Design trig_stage_ng, sky130hd; sources not shown.
M3 wires:
Scale bar: 20 um.
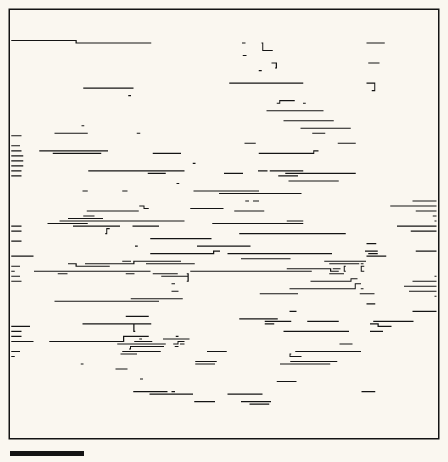
wire length on this layer	1330 um
nets with wire on the layer	122
longest straight run	33.6 um
share of all routed wire	6.8%
main direction	horizontal
met3 usage: 5.13%
WL final: 19700 um
via count: 7309

Cell classes on the final placement:
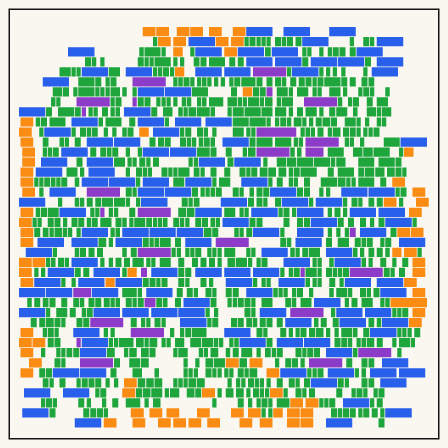
color	class	cells	share of their area
blue	flip-flops	148	34%
orange	other buffers and delay cells	84	9.6%
green	all other logic	873	50%
purple	clock drivers and dummy loads	29	6.1%
fin util: 73.3%
sequential portion of the cell area: 33.4%
row cnt: 40
Core ar.: 0.0121 mm2
fin area: 0.00888 mm2

Placement view:
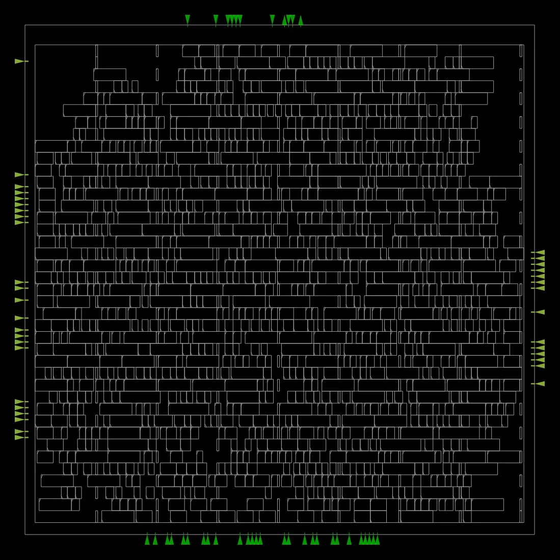
well-tap cell count: 168
fin cells: 1302
Flop Count: 148
fillcell total: 1006

Sequential cells grouped by signal name:
Scale bar: 20 um. Other sequential cells in the stronger gray, the rest of the logic in the fainter gray.
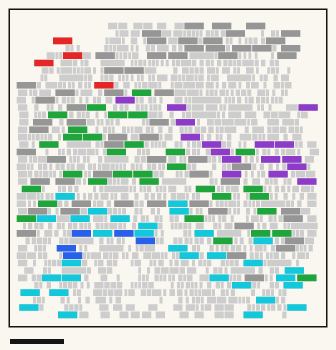
color	netlist name	placed flops
green	r_mask	32
purple	r_delay	16
blue	r_chan	5
red	r_rep	4
cyan	r_sreg	31
not colored	60
sequential cell area: 0.00296 mm2
Flop+latch power: 991 uW

Local utilization:
The die is cut into 12 by 12 equal tiles; white is low, dark blue is high, 0 to 100% covered.
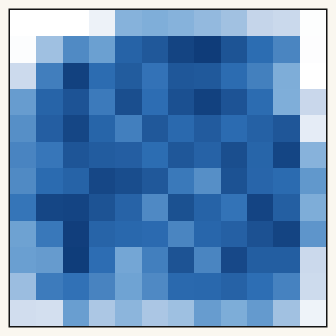
nearly empty tiles	4.9%
tiles over 75% full	50%
mean over tiles	64%
Initial Utilization: 62.2%

==> reports/qor.txt <==
Outcome: finished, final reports clean
Post-layout period usage of the worst path: 63.7%
I/O Pins: 75
Buffers inserted by post-CTS timing repair: 0
Largest Pwr Group: registers
R2r setup slk: 2.97 ns
Register share after synthesis: 39.3%
Vias in the first global route: 6673
NumNets Final: 1223
Cell Pwr Density: 248 mW/mm2
CTS buffer count: 17
Max_cap viols: 0
VDD IR max: 166 uV
Mux share: 0.133%
Clk pwr: 904 uW
Worst Hold Depth: 2
Gpl congestion: 0.939
# diodes: 0
Setup TNS: 0 ns
Initial antenna violation count: 0
DIE WIDTH: 116 um
Placed cell area: 0.00836 mm2
Yosys chip area: 0.00753 mm2
Worst-case reg-to-reg path depth: 18
Post-synthesis instance total: 1074
Worst-margin pin slew: 0.857 ns
HP Class: reg -> reg
Crit-path leading delay family: simple AND/OR/NAND/NOR gates
Main logic family after synthesis: simple AND/OR/NAND/NOR gates
Layout clock buffer count: 24
CP Data Required Time: 6.74 ns
Count of library flops with an enable pin: 0
Layout cell share with drive strength beyond 1: 5.03%
CP Depth: 30
IO buf count: 74
Post-synth top cells: o21ai_0 (157), dfxtp_1 (148), nor2_1 (147), nand2_1 (140), inv_1 (130)
Cell count listed in synth_stat.txt: 1074
Synth Area in Compound Gates: 20.0%
Fraction of registers with async set or reset after synthesis: 0%
Crit-path max FO: 17
Clk_skew: 0.00931 ns
CTS tree: yes
CP dominant cell by count: nand2_1
H-tree depth: 4
Post-synth regs: 148
Post-place setup slack: 1.95 ns
DR vias/cell: 5.61
Logic area: 0.00382 mm2
Endpoints failing setup: 0
Reg clk slew, reported paths: 0.05 ns
Worst Slack Setup Final: 2.32 ns
Layout clock area frac: 5.92%
Yosys top cell by instances: o21ai_0
Synth warn: 0
F_max: 245 MHz
P_leak: 0.00357 uW
Largest net degree at the start of global routing: 95
Area delta synth->final: 17.9%
WHS: 0.455 ns
Buffer share of cell area: 9.41%
Worst relative slew slack: 42.7%
Grt ovf: 0
Crit path kind: in -> reg
DP HPWL: 13900 um
Net Sw Frac: 25.7%
Syn Area/Cell: 7.01 um2
Logic power comb: 307 uW
Proportion of power drawn by combinational gates: 14.0%
Post-cts sizing count: 0
Max Buffers Root-to-Sink: 2
Max-area cell class: combinational gates
Avg WL per Cell: 15.1 um
Cell Type Count: 45
RSZ-0062 raised after global routing: false
NetSw: 567 uW
Gr usage total: 30.7%
Syn_nets: 1173
Clock Tree Root: clkbuf_16
Adder-cell area share of the yosys netlist: 4.32%
Basic Gates by Area: 22.7%
DIE AREA: 0.0135 mm2
Dominant cell area share: 39.3%
Non-clock buffer count: 84
CP startpoint kind: input port
Final min period: 4.08 ns
Initial DRC Count: 859
First-pass GRT wire length: 32200 um
Final Hold Fails: 0
#MultiIn Comb: 731
Dominant Register Cell: dfxtp_1
Inverters: 142
Yosys xor share: 3.60%
Internal power: 1630 uW
Clk_lat worst skew: 0.42 ns
ANT nets after route: 0
Pins Over Slew Limit: 0
Register share of total power: 45.0%
Hold_buf cts: 0
Num Clock Sinks: 148
Critical path arrival: 4.42 ns
Worst path bufs/invs: 1
Area leader, netlist: dfxtp_1
Comb area share: 43.0%
Cells after DPL: 1273
Die height: 116 um
Crit-path max cell delay: 0.43 ns
Netlist Area Pre-Place: 0.00753 mm2
Clock group share of total power: 41.1%
Slowest stage cell, crit path: clkdlybuf4s50_1
Top area cell types: dfxtp_1 (39%), o21ai_0 (10%), nor2_1 (7.3%)
Final Total Pwr: 2200 uW
Crit path capture type: register
Initial DRT Pass Iterations: 5
Remaining DRCs: 0
Count of tool warnings: 27
[layout by cell type, fill, tap and decap left out, types with 2 or more instances in the layout]
cell and instances:
a2111oi_0 2, a21boi_1 3, a21oi_1 97, buf_4 9, clkbuf_1 5, clkbuf_16 17
clkbuf_8 2, clkdlybuf4s50_1 74, clkinv_1 5, clkinv_2 3, dfxtp_1 148, ha_1 26
inv_1 129, inv_2 8, nand2_1 140, nand2_4 2, nand3_1 40, nand3_2 2
nand3b_1 4, nand4_1 26, nor2_1 147, nor2_4 3, nor3_1 10, nor3b_1 3
nor4_1 5, o2111ai_1 9, o21a_1 2, o21ai_0 157, o221ai_1 2, or2_2 6
xnor2_1 2, xor2_1 29
[metal layers]
metal,wire [um],GRT usage (%)
met5,0,0
met2,9240,50.6
met1,8520,40.4
met4,577,12.1
met3,1330,5.13
No activity file was given, so power comes from the tool's default toggle rates.
